### M1 wires

Cells faint in the background.
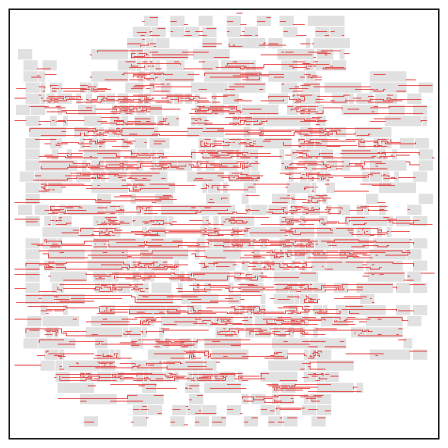
### Metal 2

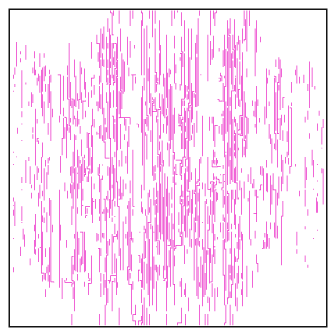
### The metal 3 layer

Cells faint in the background.
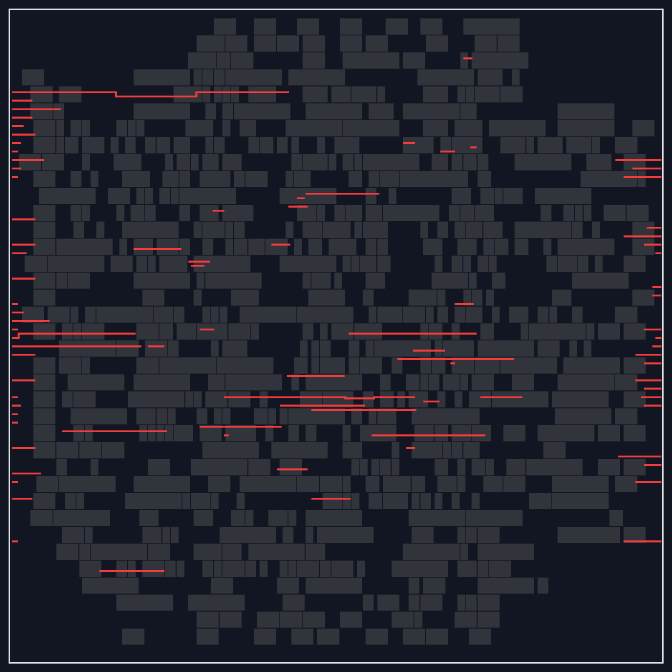
### Metal 4

Scale bar: 20 um. Cells faint in the background.
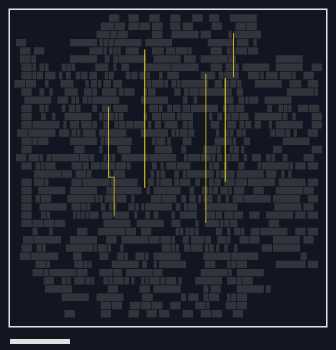
$ cat config.mk
export PLATFORM = sky130hd
export DESIGN_NAME = fp_round_pack
export DESIGN_NICKNAME = d
export VERILOG_FILES = /design/src/rtl/fp_round_pack.sv
export SDC_FILE = /design/constraint.sdc
export NUM_CORES = 1
export LEC_CHECK = 0
export CAP_MARGIN = 20
export CORE_UTILIZATION = 45
export CTS_CLUSTER_SIZE = 20
export DETAILED_ROUTE_END_ITERATION = 10
export GPL_TIMING_DRIVEN = 0
export PLACE_DENSITY = 0.71
export SETUP_SLACK_MARGIN = 0.2
export SYNTH_ARGS = -nofsm -noshare
export SYNTH_HDL_FRONTEND = slang
export SYNTH_SLANG_ARGS = --single-unit
$ cat constraint.sdc
create_clock -name clk -period 11.39 [get_ports clk]
set_clock_uncertainty 0.2 [all_clocks]
set_input_delay 2.278 -clock clk [delete_from_list [all_inputs] [get_ports clk]]
set_output_delay 2.278 -clock clk [all_outputs]
set_load 0.02 [all_outputs]
$ cat src/rtl/fp_round_pack.sv
// fp_round_pack: final stage of the FPU add/sub datapath.
// Takes the exponent-update results, denormalizes one bit per cycle when an
// excess right shift is pending, rounds under one of four IEEE-754 modes and
// packs the single-precision word behind a valid/ready handshake.
module fp_round_pack #(
    parameter int MAX_SHIFT = 27
) (
    input  logic        clk,
    input  logic        rst,
    input  logic        in_valid,
    output logic        in_ready,
    input  logic        sign_in,
    input  logic [7:0]  E_exponent_update,
    input  logic [26:0] sum,
    input  logic        max_exponent_z,
    input  logic        min_exponent_z,
    input  logic        underflow_flag,
    input  logic [9:0]  excessive_shift_left,
    input  logic [1:0]  rnd_mode,
    output logic        out_valid,
    input  logic        out_ready,
    output logic [31:0] result,
    output logic        overflow_out,
    output logic        underflow_out,
    output logic        inexact_out
);

    localparam int CW = $clog2(MAX_SHIFT + 1);

    typedef enum logic [1:0] {IDLE, SHIFT, ROUND, DONE} state_t;

    state_t state, next_state;

    logic          sign_r;
    logic [7:0]    exp_r;
    logic [26:0]   sig_r;
    logic          sticky_acc;
    logic          uf_r;
    logic          min_r;
    logic [1:0]    mode_r;
    logic [CW-1:0] cnt;
    logic [CW-1:0] cnt_init;

    logic [23:0] keep;
    logic        guard;
    logic        sticky;
    logic        inexact;
    logic        inc;
    logic [24:0] rounded;
    logic [8:0]  exp_fin;
    logic [22:0] frac;
    logic        rnd_ovf;
    logic        tiny;

    // Overflow result depends only on sign and rounding direction.
    function automatic logic [31:0] pack_overflow(input logic s, input logic [1:0] m);
        logic [31:0] inf_w;
        logic [31:0] max_w;
        inf_w = {s, 8'hFF, 23'h000000};
        max_w = {s, 8'hFE, 23'h7FFFFF};
        case (m)
            2'b00:   pack_overflow = inf_w;
            2'b01:   pack_overflow = max_w;
            2'b10:   pack_overflow = s ? max_w : inf_w;
            default: pack_overflow = s ? inf_w : max_w;
        endcase
    endfunction

    assign in_ready  = (state == IDLE);
    assign out_valid = (state == DONE);

    // Requests beyond MAX_SHIFT would only push zeros through sticky anyway.
    assign cnt_init = (excessive_shift_left > 10'(MAX_SHIFT)) ? CW'(MAX_SHIFT)
                                                               : excessive_shift_left[CW-1:0];

    // State register.
    always_ff @(posedge clk or posedge rst) begin
        if (rst) state <= IDLE;
        else     state <= next_state;
    end

    // Next-state logic; a single bundle is in flight at a time.
    always_comb begin
        next_state = state;
        case (state)
            IDLE: begin
                if (in_valid) begin
                    if (max_exponent_z)
                        next_state = DONE;
                    else if (underflow_flag && (excessive_shift_left != 10'd0))
                        next_state = SHIFT;
                    else
                        next_state = ROUND;
                end
            end
            SHIFT:   if (cnt == CW'(1)) next_state = ROUND;
            ROUND:   next_state = DONE;
            default: if (out_ready) next_state = IDLE;
        endcase
    end

    // Rounding of the (possibly denormalized) significand held in sig_r.
    always_comb begin
        keep    = sig_r[26:3];
        guard   = sig_r[2];
        sticky  = sig_r[1] | sig_r[0] | sticky_acc;
        inexact = guard | sticky;
        case (mode_r)
            2'b00:   inc = guard & (sticky | keep[0]);
            2'b01:   inc = 1'b0;
            2'b10:   inc = ~sign_r & inexact;
            default: inc = sign_r & inexact;
        endcase
        rounded = {1'b0, keep} + {24'd0, inc};
        exp_fin = {1'b0, exp_r};
        frac    = rounded[22:0];
        if (rounded[24]) begin
            frac    = rounded[23:1];
            exp_fin = {1'b0, exp_r} + 9'd1;
        end else if ((exp_r == 8'd0) && rounded[23]) begin
            exp_fin = 9'd1;
        end
        rnd_ovf = (exp_fin >= 9'd255);
        // Denormal input or a forced denormalizing shift both mark a tiny result.
        tiny    = (exp_r == 8'd0) | min_r | uf_r;
    end

    // Capture, iterative denormalization and registered result/flags.
    always_ff @(posedge clk or posedge rst) begin
        if (rst) begin
            sign_r        <= 1'b0;
            exp_r         <= 8'd0;
            sig_r         <= 27'd0;
            sticky_acc    <= 1'b0;
            uf_r          <= 1'b0;
            min_r         <= 1'b0;
            mode_r        <= 2'b00;
            cnt           <= '0;
            result        <= 32'd0;
            overflow_out  <= 1'b0;
            underflow_out <= 1'b0;
            inexact_out   <= 1'b0;
        end else begin
            case (state)
                IDLE: begin
                    if (in_valid) begin
                        sign_r     <= sign_in;
                        exp_r      <= E_exponent_update;
                        sig_r      <= sum;
                        sticky_acc <= 1'b0;
                        uf_r       <= underflow_flag;
                        min_r      <= min_exponent_z;
                        mode_r     <= rnd_mode;
                        cnt        <= cnt_init;
                        if (max_exponent_z) begin
                            result        <= pack_overflow(sign_in, rnd_mode);
                            overflow_out  <= 1'b1;
                            underflow_out <= 1'b0;
                            inexact_out   <= 1'b1;
                        end
                    end
                end
                SHIFT: begin
                    sticky_acc <= sticky_acc | sig_r[0];
                    sig_r      <= {1'b0, sig_r[26:1]};
                    cnt        <= cnt - CW'(1);
                end
                ROUND: begin
                    if (rnd_ovf) begin
                        result        <= pack_overflow(sign_r, mode_r);
                        overflow_out  <= 1'b1;
                        underflow_out <= 1'b0;
                        inexact_out   <= 1'b1;
                    end else begin
                        result        <= {sign_r, exp_fin[7:0], frac};
                        overflow_out  <= 1'b0;
                        underflow_out <= tiny & inexact;
                        inexact_out   <= inexact;
                    end
                end
                default: ;
            endcase
        end
    end

endmodule

==> run notes <==
yosys + openroad results -> largest net degree at the start of global routing 53, vias in the first global route 4078, switch share 43.5%, initial antenna violation count 0, buffer share of cell area 17.9%, comb_multi_in 375, ys async rst share 100%, nets@finish ~670, CTS tree done, post-CTS setup buffer count 0, Die Span X roughly 100 um, Reg-to-Reg Start sticky_acc$_DFFE_PP0P_, largest power group combinational cells, Area leader share 43.8%, CTS sink cnt between 80 and 90, Worst slew margin 44.4%, syn avg cell area 9.47 um2, area leader, netlist dfrtp_1, reg2reg path depth 14, Fin. Hold Viols 0, average wire per standard cell 16.3 um, total CTS buffers 9, EDFF count, synth 0, internal power 0.958 mW, # port buffers roughly 91, Final setup viols 0, Total Power 1.70 mW, dominant logic cell type in the layout clkdlybuf4s50_1, Signal buffers 124, Clock transition at path regs 0.09 ns, Fin Hold WS 0.312 ns, Chip Area approximately 0.011 mm2, CP Max Fanout 10, Post-Synth XOR/XNOR Area 4.62%, RSZ-0062 raised after global routing no, Total GRT Usage 23.0%, Comb area share 40.7%, CP endpoint result[2]$_DFFE_PP0P_, Synth Instances approximately 500, clk cell area share 3.71%, Seq/total area between 30 and 40%, HP Class flop to flop, Late-Pin Clk Latency 0.36 ns, CP Data Required Time 11.48 ns, Tcrit/Tclk final between 40% and 50%, outcome finished clean, DRT Pass-1 Iters 5, grt ovf 0, Sw Pwr ~0.74 mW, Multiplexer share 9.00%, sequential share of the synthesized area 43.8%, Top Layout Cells clkdlybuf4s50_1, dfrtp_1, nand2_1, Worst R2R Setup Slack 6.74 ns, FP Rows 37, H-tree lvl count 3, Logic cell area 0.00247 mm2, Logic inverters 11, Max Transition Viols Final 0, initial core utilization roughly 46%, Power Clock 0.242 mW, P&R area growth vs syn 28.2%, Adder Area Share 3.43%, minimum clock period 4.65 ns, Worst Setup SP sticky_acc$_DFFE_PP0P_, RD Place Congestion between 0.8 and 0.9, final core occ between 50% and 60%, Worst VDD drop 0.125 mV, WS Path Type flop to flop, pwr dens about 280 mW/mm2, Core Area 0.0103 mm2, synthesized net count 569, fraction of final layout cells with drive strength greater than 1 8.05%, Worst Setup End Kind flop, first-pass GRT wire length 20100 um, DP HPWL 9030 um, max-cap viol count 0, Final ANT Viol Nets 0, worst reg2reg endpoint result[2]$_DFFE_PP0P_, FILL cells 945
About 'M1 wires':
nets with wire on the layer: 599
share of all routed wire: 47%
longest straight run: 29.9 um
M1 GR Usage: 30.8%
WL final: 12200 um
vias post-DR: 4163

About 'Metal 2':
longest straight run: 42.8 um
wire length on this layer: 5820 um
main direction: vertical
share of all routed wire: 48%
GRT met2 Usage: 38.4%

About 'The metal 3 layer':
nets with wire on the layer: 77
wire length on this layer: 465 um
main direction: horizontal
share of all routed wire: 3.8%
longest straight run: 20.5 um
met3 Track Usage GR: 3.24%

About 'Metal 4':
wire length on this layer: 181 um
longest straight run: 49.0 um
share of all routed wire: 1.5%

-- worst min path at each step --
stage | cells past startpoint | slack, ns | to
after floorplan | 2 | 0.27 | cnt[1]$_DFFE_PP0P_
after global placement | 2 | 0.28 | overflow_out$_DFFE_PP0P_
after detailed placement | 2 | 0.30 | cnt[1]$_DFFE_PP0P_
after CTS | 2 | 0.32 | cnt[1]$_DFFE_PP0P_
after global routing | 1 | 0.34 | min_r$_DFFE_PP0P_
final | 2 | 0.31 | cnt[1]$_DFFE_PP0P_
-- worst max-delay path: stages, from the launching register on --
cell and delay [ns]:
dfrtp_1 0.42, nor4_1 0.74, nor2_1 0.08, a32o_1 0.24, ha_1 0.22, ha_1 0.22
nand3_1 0.20, nor3_1 0.11, nand3_1 0.20, clkbuf_1 0.46, o21ai_0 0.18, and4b_1 0.26
buf_6 0.14, nor4_2 0.64, a221o_1 0.26
-- per-layer routing --
| metal | track usage [%] | vias to the layer above | routed length, um |
|---|---|---|---|
| li1 | - | 2005 | - |
| met1 | 30.8 | 2034 | 5690 |
| met2 | 38.4 | 110 | 5820 |
| met3 | 3.24 | 14 | 465 |
| met4 | 7.34 | 0 | 180 |
| met5 | 0 | - | 0 |
-- flip-flops by register name, indices dropped and copies added (netlist names) --
| signal | flops |
|---|---|
| overflow_out | 1 |
| sign_r | 1 |
| min_r | 1 |
| state | 2 |
| mode_r | 2 |
| cnt | 5 |
| result | 32 |
| sticky_acc | 1 |
| underflow_out | 1 |
| uf_r | 1 |
| inexact_out | 1 |
| exp_r | 8 |
| sig_r | 27 |
-- through the flow --
step           cells  cell area [um2]  setup slack, ns
2_1_floorplan    501             4740             6.78
3_5_place_dp     729             5850             6.84
6_report         745             6080             6.74
5_1_grt          745             6080             6.51
3_3_place_gp     728             5820             5.44
4_1_cts          745             6080             6.87
Power is estimated from default activity; no workload was simulated.
